File: config.mk
export PLATFORM = sky130hd
export DESIGN_NAME = dpram_req_arbiter
export DESIGN_NICKNAME = d
export VERILOG_FILES = /design/src/rtl/dpram_req_arbiter.sv
export SDC_FILE = /design/constraint.sdc
export NUM_CORES = 1
export LEC_CHECK = 0
export CELL_PAD_IN_SITES_DETAIL_PLACEMENT = 1
export CELL_PAD_IN_SITES_GLOBAL_PLACEMENT = 2
export CORE_MARGIN = 2
export CORE_UTILIZATION = 24
export DETAILED_ROUTE_END_ITERATION = 16
export PLACE_DENSITY_LB_ADDON = 0.1
export SYNTH_ARGS = -nofsm -noshare
export SYNTH_HDL_FRONTEND = slang
export SYNTH_SLANG_ARGS = --single-unit
export TNS_END_PERCENT = 50
File: constraint.sdc
create_clock -name clk -period 1.8 [get_ports clk]
set_clock_uncertainty 0.2 [all_clocks]
set_input_delay 0.36 -clock clk [delete_from_list [all_inputs] [get_ports clk]]
set_output_delay 0.36 -clock clk [all_outputs]
set_load 0.05 [all_outputs]
File: src/rtl/dpram_req_arbiter.sv
// Request-side front end for a dual-port RAM: one registered request slot per port,
// same-address write collisions serialized with alternating priority.
// Optional collision counter enabled by defining DPRAM_ARB_STATS_EN.
module dpram_req_arbiter #(
  parameter int DATA_W = 8,
  parameter int ADDR_W = 6
) (
  input  logic              clk,
  input  logic              rst_n,
  // upstream port A
  input  logic              in_valid_a,
  output logic              in_ready_a,
  input  logic              in_we_a,
  input  logic [ADDR_W-1:0] in_addr_a,
  input  logic [DATA_W-1:0] in_data_a,
  // upstream port B
  input  logic              in_valid_b,
  output logic              in_ready_b,
  input  logic              in_we_b,
  input  logic [ADDR_W-1:0] in_addr_b,
  input  logic [DATA_W-1:0] in_data_b,
  // RAM port A
  output logic              valid_a,
  input  logic              ready_a,
  output logic              we_a,
  output logic [ADDR_W-1:0] addr_a,
  output logic [DATA_W-1:0] data_a,
  // RAM port B
  output logic              valid_b,
  input  logic              ready_b,
  output logic              we_b,
  output logic [ADDR_W-1:0] addr_b,
  output logic [DATA_W-1:0] data_b,
  // statistics
  output logic [15:0]       conflict_cnt
);

  logic              r_slot_vld_a;
  logic              r_we_a;
  logic [ADDR_W-1:0] r_addr_a;
  logic [DATA_W-1:0] r_data_a;
  logic              r_slot_vld_b;
  logic              r_we_b;
  logic [ADDR_W-1:0] r_addr_b;
  logic [DATA_W-1:0] r_data_b;
  logic              r_prio;
  logic              r_stall_a;
  logic              r_stall_b;

  logic              w_hazard;
  logic              w_a_wins;
  logic              w_valid_a;
  logic              w_valid_b;
  logic              w_fire_a;
  logic              w_fire_b;
  logic              w_load_a;
  logic              w_load_b;
  logic              w_resolved;

  assign w_hazard = r_slot_vld_a & r_slot_vld_b & (r_addr_a == r_addr_b) & (r_we_a | r_we_b);

  // Winner selection. A port already presenting a stalled request keeps the grant so
  // its outputs never retract mid-handshake; otherwise the alternating priority decides.
  always_comb begin
    w_a_wins = 1'b1;
    if (r_stall_a) begin
      w_a_wins = 1'b1;
    end else if (r_stall_b) begin
      w_a_wins = 1'b0;
    end else begin
      w_a_wins = ~r_prio;
    end
  end

  // RAM-side valids: the hazard loser is masked until the winner has transferred.
  always_comb begin
    w_valid_a = r_slot_vld_a;
    w_valid_b = r_slot_vld_b;
    if (w_hazard) begin
      if (w_a_wins) begin
        w_valid_b = 1'b0;
      end else begin
        w_valid_a = 1'b0;
      end
    end else begin
      w_valid_a = r_slot_vld_a;
      w_valid_b = r_slot_vld_b;
    end
  end

  assign w_fire_a   = w_valid_a & ready_a;
  assign w_fire_b   = w_valid_b & ready_b;
  assign in_ready_a = ~r_slot_vld_a | w_fire_a;
  assign in_ready_b = ~r_slot_vld_b | w_fire_b;
  assign w_load_a   = in_valid_a & in_ready_a;
  assign w_load_b   = in_valid_b & in_ready_b;
  assign w_resolved = w_hazard & (w_a_wins ? w_fire_a : w_fire_b);

  // Port A request slot.
  always_ff @(posedge clk or negedge rst_n) begin
    if (!rst_n) begin
      r_slot_vld_a <= 1'b0;
      r_we_a       <= 1'b0;
      r_addr_a     <= {ADDR_W{1'b0}};
      r_data_a     <= {DATA_W{1'b0}};
    end else if (w_load_a) begin
      r_slot_vld_a <= 1'b1;
      r_we_a       <= in_we_a;
      r_addr_a     <= in_addr_a;
      r_data_a     <= in_data_a;
    end else if (w_fire_a) begin
      r_slot_vld_a <= 1'b0;
    end else begin
      r_slot_vld_a <= r_slot_vld_a;
    end
  end

  // Port B request slot.
  always_ff @(posedge clk or negedge rst_n) begin
    if (!rst_n) begin
      r_slot_vld_b <= 1'b0;
      r_we_b       <= 1'b0;
      r_addr_b     <= {ADDR_W{1'b0}};
      r_data_b     <= {DATA_W{1'b0}};
    end else if (w_load_b) begin
      r_slot_vld_b <= 1'b1;
      r_we_b       <= in_we_b;
      r_addr_b     <= in_addr_b;
      r_data_b     <= in_data_b;
    end else if (w_fire_b) begin
      r_slot_vld_b <= 1'b0;
    end else begin
      r_slot_vld_b <= r_slot_vld_b;
    end
  end

  // Priority flips to the other port whenever a hazard winner transfers.
  always_ff @(posedge clk or negedge rst_n) begin
    if (!rst_n) begin
      r_prio <= 1'b0;
    end else if (w_resolved) begin
      r_prio <= w_a_wins;
    end else begin
      r_prio <= r_prio;
    end
  end

  // Remember which ports are presenting a request the RAM has not yet taken.
  always_ff @(posedge clk or negedge rst_n) begin
    if (!rst_n) begin
      r_stall_a <= 1'b0;
      r_stall_b <= 1'b0;
    end else begin
      r_stall_a <= w_valid_a & ~ready_a;
      r_stall_b <= w_valid_b & ~ready_b;
    end
  end

`ifdef DPRAM_ARB_STATS_EN
  logic [15:0] r_conflict_cnt;

  // Saturating count of resolved collisions.
  always_ff @(posedge clk or negedge rst_n) begin
    if (!rst_n) begin
      r_conflict_cnt <= 16'h0000;
    end else if (w_resolved && (r_conflict_cnt != 16'hFFFF)) begin
      r_conflict_cnt <= r_conflict_cnt + 16'h0001;
    end else begin
      r_conflict_cnt <= r_conflict_cnt;
    end
  end

  assign conflict_cnt = r_conflict_cnt;
`else
  assign conflict_cnt = 16'h0000;
`endif

  assign valid_a = w_valid_a;
  assign we_a    = r_we_a;
  assign addr_a  = r_addr_a;
  assign data_a  = r_data_a;
  assign valid_b = w_valid_b;
  assign we_b    = r_we_b;
  assign addr_b  = r_addr_b;
  assign data_b  = r_data_b;

endmodule

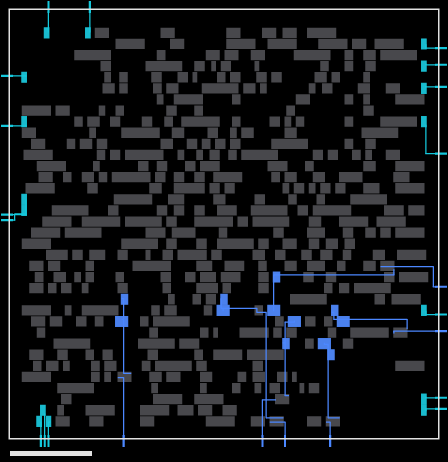
**Above:** run 1 (I/O nets highlighted).
Bar = 20 µm.
- `in_addr_a`: blue (bits 6; direction input; edge 4 south, 2 east; end cells 12; buffers 6; wire 242 µm)
- `conflict_cnt`: cyan (bits 16; direction output; edge 7 east, 4 west, 3 south, 2 north; end cells 16; buffers 0; wire 70.2 µm)
# port buffers: 69
I/O Pins: 86

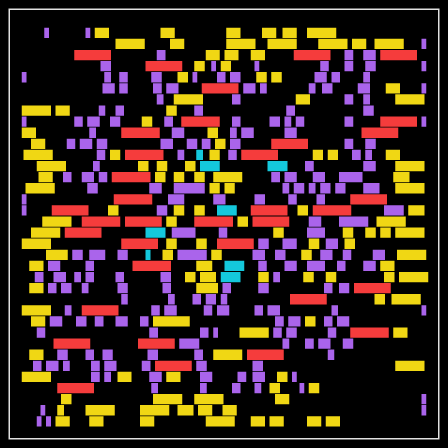
**Above:** run 1 (cells coloured by class).
- flops: red (cells 35)
- combinational and other logic: purple (cells 206)
- clock drivers and dummy loads: cyan (cells 8)
- other buffers and delay cells: yellow (cells 126)
Core Region: 0.00982 mm²
post-layout util: 41.7%
Design Area, Final: 0.00409 mm²

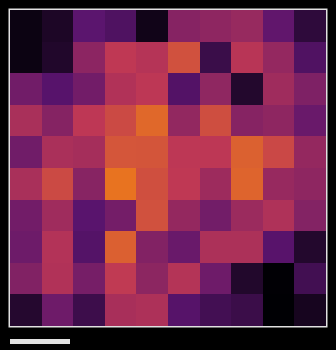
**Above:** run 1 (cell area per tile).
Bar = 20 µm. The die is cut into 10 by 10 equal tiles; black is low, pale yellow is high, 0 to 100% covered.
- fullest tile: 68%
- nearly empty tiles: 2.0%
- mean over tiles: 36%
- emptiest ninth of the die: south-east

==> results.json, run 1 <==
{
  "status": "complete, but fails checks",
  "failed_checks": "negative setup slack",
  "synth_area_mm2": 0.00244,
  "dr.first_iter.drc_count": 112,
  "top_area_share_pct": 35.9,
  "grt_util_all_layers_pct": 17.4,
  "top_cells_by_area": "dfrtp_1 (36%), a221oi_1 (11%), o211ai_1 (9.5%)",
  "grt-busiest-layer": "met2",
  "arrival_ns": 1.94,
  "tool_warnings": 29,
  "maxSlewViolCount": 0,
  "hold_viol": 0,
  "use_met1_pct": 24.9,
  "overflow": 0,
  "diodes": 0,
  "grt_max_degree": 36,
  "die_area_mm2": 0.0110,
  "r2r-start": "addr_b[0]$_DFFE_PN0P_",
  "setup_viol": 39,
  "synthToLayoutAreaGrowth_pct": 67.5,
  "cp_data_required_time_ns": 1.24,
  "postPlaceCellArea_mm2": 0.00389,
  "grt_pass1_vias": 2785,
  "ys_seq_share_pct": 35.9,
  "min_to": "r_prio$_DFFE_PN0P_",
  "total_power_uw": 3740,
  "cts_buffers": 5,
  "timing.rr.end": "addr_a[2]$_DFFE_PN0P_",
  "vdd_drop_max_uv": 445,
  "fmaxAchievable_ghz": 0.400,
  "timing.final.ws_setup_ns": -0.702,
  "post-route-drc-count": 0,
  "reg2reg_depth": 6,
  "post_drt_wl_per_cell_um": 18.6,
  "fin_crit_ns": 2.50,
  "worstSetupEndpoint": "in_ready_a",
  "first_pass_iters": 4,
  "wl_mm": 9.45,
  "met3_usage_pct": 2.68,
  "grt_antenna_before_repair": 0,
  "rrSetupSlack_ns": -0.36,
  "worstPathMaxFanout": 4,
  "gp_congestion": 0.770,
  "slew_headroom_pct": 60.5,
  "synth_top_flop_cell": "dfrtp_1",
  "routed-wl-met2_mm": 4.42,
  "whs_ns": 0.403,
  "ys_warn_count": 0,
  "clock_latency_ns": 0.29,
  "stdcell_count": 508,
  "startpoint": "addr_b[0]$_DFFE_PN0P_",
  "tightestPinTransition_ns": 0.591,
  "cap_violations": 0,
  "clock_sinks": 35,
  "grt_setup_unrepaired": "true",
  "post-cts-setup-buffers": 4,
  "die_x_um": 105,
  "drive_gt1_share_pct": 32.3,
  "clk_pin_slew_worst_paths_ns": 0.08,
  "hp-class": "register to register",
  "grt_pass1_wl_mm": 15.4,
  "die_h_um": 105,
  "min_period_over_period_pct": 139,
  "met3_length_um": 369,
  "most_common_cell": "dfrtp_1",
  "synth_cell_types": 28,
  "timing.setup.tns_ns": -10.34,
  "std_cell_rows": 36,
  "yosysCellCount": 267,
  "avgSynthCellArea_um2": 9.15,
  "leakage_uw": 0.00168,
  "wl_met1_mm": 4.61,
  "use_met2_pct": 28.3,
  "async_flop_share_pct": 100,
  "criticalPathCategory": "register to output port",
  "vias": 2662
}
[run 1: cells in the final DEF, fill, tap and decap left out, types with 6 or more instances in the layout]
cell type,synthesis,routed
nand4_1,32,32
and2_1,16,16
clkbuf_8,0,6
nand3_1,30,30
buf_4,16,49
xor2_1,6,6
a221oi_1,30,30
o211ai_1,31,31
dfrtp_2,0,10
and3_1,14,14
conb_1,1,16
clkdlybuf4s50_1,0,34
dfrtp_1,35,25
buf_12,0,33
[run 1: flip-flops by register name, indices dropped and copies added (netlist names)]
register      count
data_a            8
we_b              1
r_prio            1
r_slot_vld_a      1
addr_b            6
addr_a            6
r_stall_b         1
data_b            8
we_a              1
r_slot_vld_b      1
r_stall_a         1
[run 1: final cells by class]
cell class | instances | area (µm²) | share of cell area, %
Timing Repair Buffer | 126 | 1500 | 36.5
Multi-Input combinational cell | 202 | 1440 | 35.1
Sequential cell | 35 | 888 | 21.7
Tap cell | 133 | 166 | 4.07
Clock buffer | 7 | 86.3 | 2.11
Inverter | 4 | 15.0 | 0.367
Clock inverter | 1 | 5.00 | 0.122
[run 1: critical path: stages (launching register included)]
cell and delay (ns):
dfrtp_2 0.41, xor2_1 0.18, or4_4 0.64, o21ai_4 0.21, nand2_4 0.06, buf_8 0.15
[run 1: where the power goes]
part	internal, µW	leakage (µW)	switching (µW)
Combinational	938	0.00124	1100
Sequential	922	0.000399	148
Clock	310	0.0000482	329
Total	2170	0.00168	1570
[run 1: logic make-up after synthesis]
family	count (synthesis)	share of synthesized area (%)
xor+xnor	9	3.23
compound gates	69	22.6
other cells	1	0.154
flops	35	35.9
buf+inv	45	10.2
simple gates	108	27.9
--- run 2 (diff from run 1) ---
- CTS_CLUSTER_SIZE: not set -> 28
- SLEW_MARGIN: not set -> 20
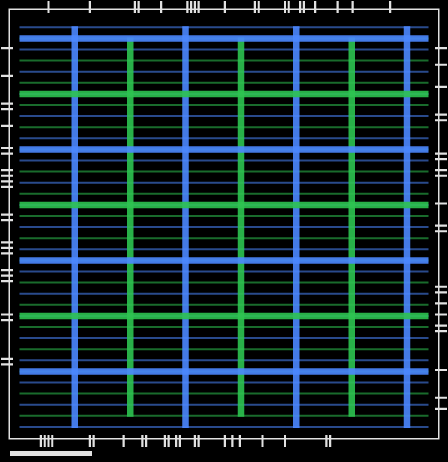
**Above:** run 2 (supply network).
Bar = 20 µm. Pins as bars on the die edge.
- VDD: green
- VSS: blue
- rows: 36
- met5 straps: 7
- met1 rails: 37
- met4 straps: 7
- signal pins: 86

==> run 2 against run 1 <==
Compared with the run above: the run still ends with negative setup slack left; worst hold slack is the same; clock power about the same; utilization is the same; first-iteration DRC count did not move; register-to-register slack barely moved; maximum frequency unchanged; global-route usage stayed put; clock-buffer cell count did not move; sequential share of layout area did not move; flip-flop count did not move.
==> results.json, run 2 <==
{
  "most_common_cell": "dfrtp_1",
  "std_cell_rows": 36,
  "fin_crit_ns": 2.50,
  "synthToLayoutAreaGrowth_pct": 67.5,
  "failed_checks": "negative setup slack",
  "synth_area_mm2": 0.00244,
  "post-route-drc-count": 0,
  "clock_latency_ns": 0.29,
  "post-cts-setup-buffers": 4,
  "fmaxAchievable_ghz": 0.400,
  "met3_usage_pct": 2.68,
  "top_area_share_pct": 35.9,
  "yosysCellCount": 267,
  "postPlaceCellArea_mm2": 0.00389,
  "tool_warnings": 29,
  "maxSlewViolCount": 0,
  "grt_antenna_before_repair": 0,
  "regArea_um2": 888,
  "timing.final.ws_setup_ns": -0.702,
  "crit_family": "simple AND/OR/NAND/NOR gates",
  "gp_congestion": 0.770,
  "overflow": 0,
  "grt_setup_unrepaired": "true",
  "grt_max_degree": 36,
  "async_flop_share_pct": 100,
  "top_cells_by_area": "dfrtp_1 (36%), a221oi_1 (11%), o211ai_1 (9.5%)",
  "worstPathMaxFanout": 4,
  "total_power_uw": 3740,
  "io_pins": 86,
  "grt-busiest-layer": "met2",
  "grt_util_all_layers_pct": 17.4,
  "die_x_um": 105,
  "stdcell_count": 508,
  "use_met2_pct": 28.3,
  "ys_warn_count": 0,
  "hold_viol": 0,
  "avgSynthCellArea_um2": 9.15,
  "cp_data_required_time_ns": 1.24,
  "timing.setup.tns_ns": -10.34,
  "wl_mm": 9.45,
  "status": "complete, but fails checks",
  "cpPeakStageDelay_ns": 0.64,
  "diodes": 0,
  "synth_cell_types": 28,
  "grt_pass1_wl_mm": 15.4,
  "critPathSlowestCell": "or4_4",
  "die_h_um": 105,
  "clock_sinks": 35,
  "utilization_pct": 41.7,
  "ys_seq_share_pct": 35.9,
  "cp_cell_sequence": "xor2_1, or4_4, o21ai_4, nand2_4, buf_8",
  "cap_violations": 0,
  "logic_area_mm2": 0.00144,
  "setup_viol": 39,
  "final_cell_mix": "buf_4 (49), clkdlybuf4s50_1 (34), buf_12 (33)"
}
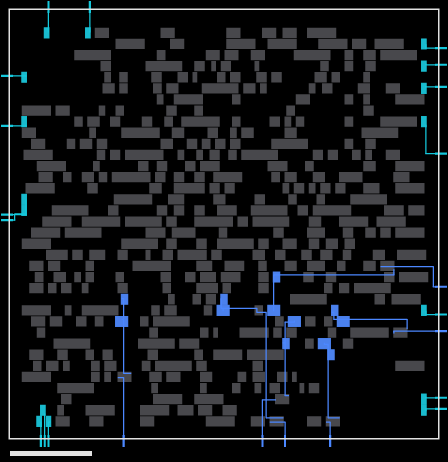
**Above:** run 2 (I/O nets highlighted).
Bar = 20 µm.
- `conflict_cnt`: cyan (bits 16; direction output; edge 7 east, 4 west, 3 south, 2 north; end cells 16; buffers 0; wire 70.2 µm)
- `in_addr_a`: blue (bits 6; direction input; edge 4 south, 2 east; end cells 12; buffers 6; wire 242 µm)

## run 2: cell counts after synthesis
No cell type changed its count.
## run 2: final timing paths
check | from | endpoint | slack (ns) | cells after the start
worst min-delay path | r_prio$_DFFE_PN0P_ | r_prio$_DFFE_PN0P_ | 0.40 | 2
min in group asynchronous | rst_n | data_a[3]$_DFFE_PN0P_ | 0.43 | 3
max in group asynchronous | rst_n | addr_b[4]$_DFFE_PN0P_ | 0.57 | 3
worst max-delay path | addr_b[0]$_DFFE_PN0P_ | in_ready_a | -0.70 | 5
worst max register to register | addr_b[0]$_DFFE_PN0P_ | addr_a[2]$_DFFE_PN0P_ | -0.36 | 6
worst min register to register | r_prio$_DFFE_PN0P_ | r_prio$_DFFE_PN0P_ | 0.40 | 2
## run 2: cell type report
cell class | instances | share of cell area (%)
multi-input cells | 202 | 35.1
flip-flops and latches | 35 | 21.7
inverters | 4 | 0.367
well taps | 133 | 4.07
clock inverters | 1 | 0.122
clock buffers | 7 | 2.11
repair buffers | 126 | 36.5
## run 2: kinds of logic (layout without fill, tap and decap cells)
logic type | count (synthesis) | in the layout | share of synthesized area [%]
compound gates | 69 | 69 | 22.6
flops | 35 | 35 | 35.9
simple gates | 108 | 108 | 27.9
buf+inv | 45 | 138 | 10.2
xor+xnor | 9 | 9 | 3.23
other cells | 1 | 16 | 0.154
## run 2: power by group
group	leakage [µW]	internal, µW	switching [µW]	total, µW
registers	0.000399	922	148	1070
clock network	0.0000482	310	329	639
logic	0.00124	938	1100	2040
total	0.00168	2170	1570	3740
## run 2: routing by layer
metal	up-vias	routed length (µm)
li1	1243	-
met1	1333	4610
met2	79	4420
met3	7	369
met4	0	55
met5	-	0
## run 2: worst min-delay path, delay by kind of cell (launching register included)
family	cells	cell delay [ns]
AOI/OAI and AO/OA	2	0.19
DFF	1	0.38
--- run 3 (diff from run 2) ---
- SKIP_LAST_GASP: not set -> 1
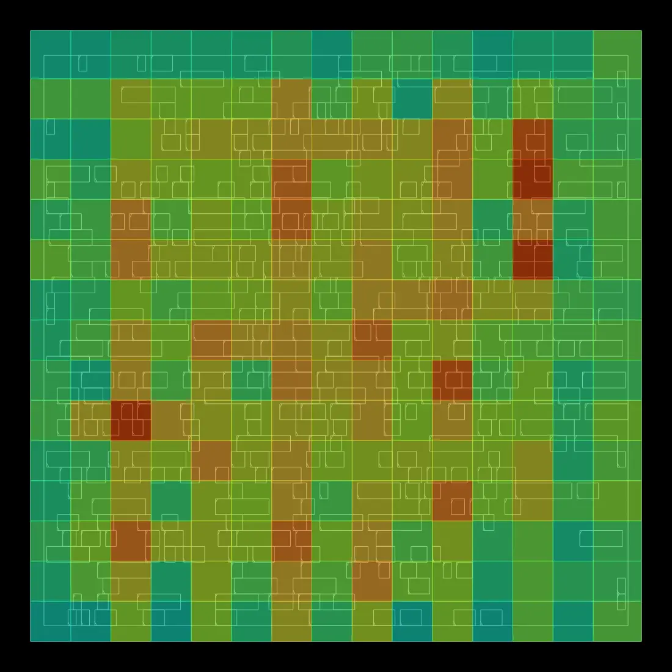
**Above:** run 3 (routing congestion map).
all-layer global routing usage: 17.4%
busiest grt layer: met2
GR Util met2: 28.3%
GRT met3 Usage: 2.68%
GRT met1 Usage: 24.8%

==> run 3 against run 2 <==
Compared with the run above: the flow still finishes with violations (negative setup slack); clock power increased by 0.6%; final area grew 0.18%; largest power group unchanged; first-iteration DRC count increased by 11%; highest routed layer unchanged; critical path depth unchanged.
==> results.json, run 3 <==
{
  "yosysCellCount": 267,
  "min_to": "r_prio$_DFFE_PN0P_",
  "tool_warnings": 29,
  "grt_max_degree": 36,
  "cts_buffers": 5,
  "top_area_share_pct": 35.9,
  "cp_cell_sequence": "xor2_1, or4_4, o21ai_4, nand2_4, buf_6",
  "failed_checks": "negative setup slack",
  "pwr-share-seq_pct": 28.5,
  "setup_viol": 39,
  "crit_buf_inv": 1,
  "critPathSlowestCell": "or4_4",
  "tightestPinTransition_ns": 0.569,
  "grt_antenna_before_repair": 0,
  "timing.final.ws_setup_ns": -0.712,
  "ys_warn_count": 0,
  "dr.max_layer_used": "met4",
  "overflow": 0,
  "worstHoldStart": "r_prio$_DFFE_PN0P_",
  "status": "complete, but fails checks",
  "timing.rr.end": "addr_a[2]$_DFFE_PN0P_",
  "min_path_cells": 2,
  "wl_met1_mm": 4.68,
  "hold_viol": 0,
  "worstPathMaxFanout": 4,
  "criticalPathCategory": "register to output port",
  "grt_pass1_wl_mm": 15.4,
  "clk_pin_slew_worst_paths_ns": 0.08,
  "fmaxAchievable_ghz": 0.398,
  "min_period_over_period_pct": 140,
  "grt_setup_unrepaired": "true",
  "leakage_uw": 0.00169,
  "synthToLayoutAreaGrowth_pct": 67.8,
  "core_mm2": 0.00982,
  "grt_pass1_vias": 2782,
  "wl_mm": 9.52,
  "ys_seq_share_pct": 35.9,
  "switching_power_uw": 1580,
  "fin_crit_ns": 2.51,
  "postPlaceCellArea_mm2": 0.00389,
  "die_x_um": 105,
  "synth_area_mm2": 0.00244,
  "cp_data_required_time_ns": 1.24,
  "slew_headroom_pct": 62.0,
  "stdcell_count": 509,
  "crit_family": "simple AND/OR/NAND/NOR gates",
  "io_buffers": 69,
  "die_h_um": 105,
  "clock_latency_ns": 0.30,
  "first_pass_iters": 4,
  "final_cell_mix": "buf_4 (50), clkdlybuf4s50_1 (34), buf_12 (33)",
  "cap_violations": 0,
  "rrSetupSlack_ns": -0.35,
  "p_sw_share_pct": 42.1,
  "maxSlewViolCount": 0,
  "cpPeakStageDelay_ns": 0.64,
  "vias": 2668,
  "vdd_drop_max_uv": 446
}
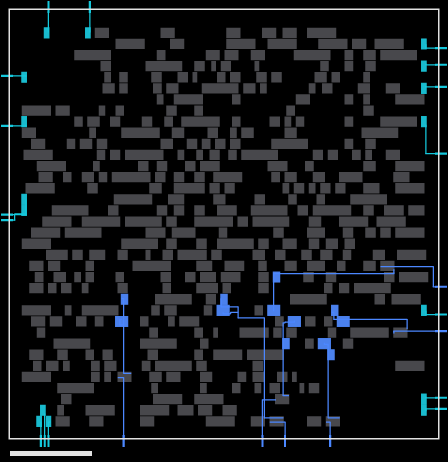
**Above:** run 3 (I/O nets highlighted).
Bar = 20 µm.
- `in_addr_a`: blue (bits 6; direction input; edge 4 south, 2 east; end cells 12; buffers 6; wire 248 µm)
- `conflict_cnt`: cyan (bits 16; direction output; edge 7 east, 4 west, 3 south, 2 north; end cells 16; buffers 0; wire 70.2 µm)

-- run 3: kinds of logic after synthesis --
| group | share of synthesized area (%) |
|---|---|
| AND/OR/NAND/NOR | 27.9 |
| AND-OR/OR-AND | 22.6 |
| buffers and inverters | 10.2 |
| flip-flops | 35.9 |
| XOR/XNOR | 3.23 |
| other | 0.154 |
-- run 3: area by class of cell --
type,count,area [µm²]
flip-flops and latches,35,888
repair buffers,127,1500
multi-input cells,202,1440
clock buffers,7,86.3
clock inverters,1,5.00
fillers,1144,5720
inverters,4,15.0
well taps,133,166
-- run 3: repair_timing --
item,in CTS,in global routing
pin swaps,5,8
hold endpoints to repair,35,0
cloned,0,1
endpoints found under the setup margin,39,39
buffers inserted,4,2
resized,9,3
hold buffers,1,0
-- run 3: power by group through the flow --
| stage | clock network (µW) | logic [µW] | registers, µW |
|---|---|---|---|
| final | 643 | 2040 | 1070 |
| after global routing | 688 | 2150 | 1090 |
| after global placement | 0 | 2020 | 1080 |
| after CTS | 653 | 2050 | 1070 |
| after floorplan | 0 | 594 | 1480 |
| after detailed placement | 0 | 2020 | 1090 |
-- run 3: worst max-delay path by stage --
stage                                      from    endpoint  slack, ns  cells after the start
after global placement    addr_b[0]$_DFFE_PN0P_  in_ready_a      -0.41                      5
after CTS                 addr_b[2]$_DFFE_PN0P_  in_ready_a      -0.73                      5
after floorplan           addr_b[0]$_DFFE_PN0P_  in_ready_b      -0.44                      4
after detailed placement  addr_b[0]$_DFFE_PN0P_  in_ready_a      -0.42                      5
after global routing      addr_b[0]$_DFFE_PN0P_  in_ready_b      -0.76                      5
final                     addr_b[0]$_DFFE_PN0P_  in_ready_b      -0.71                      5
Power is estimated from default activity; no workload was simulated.
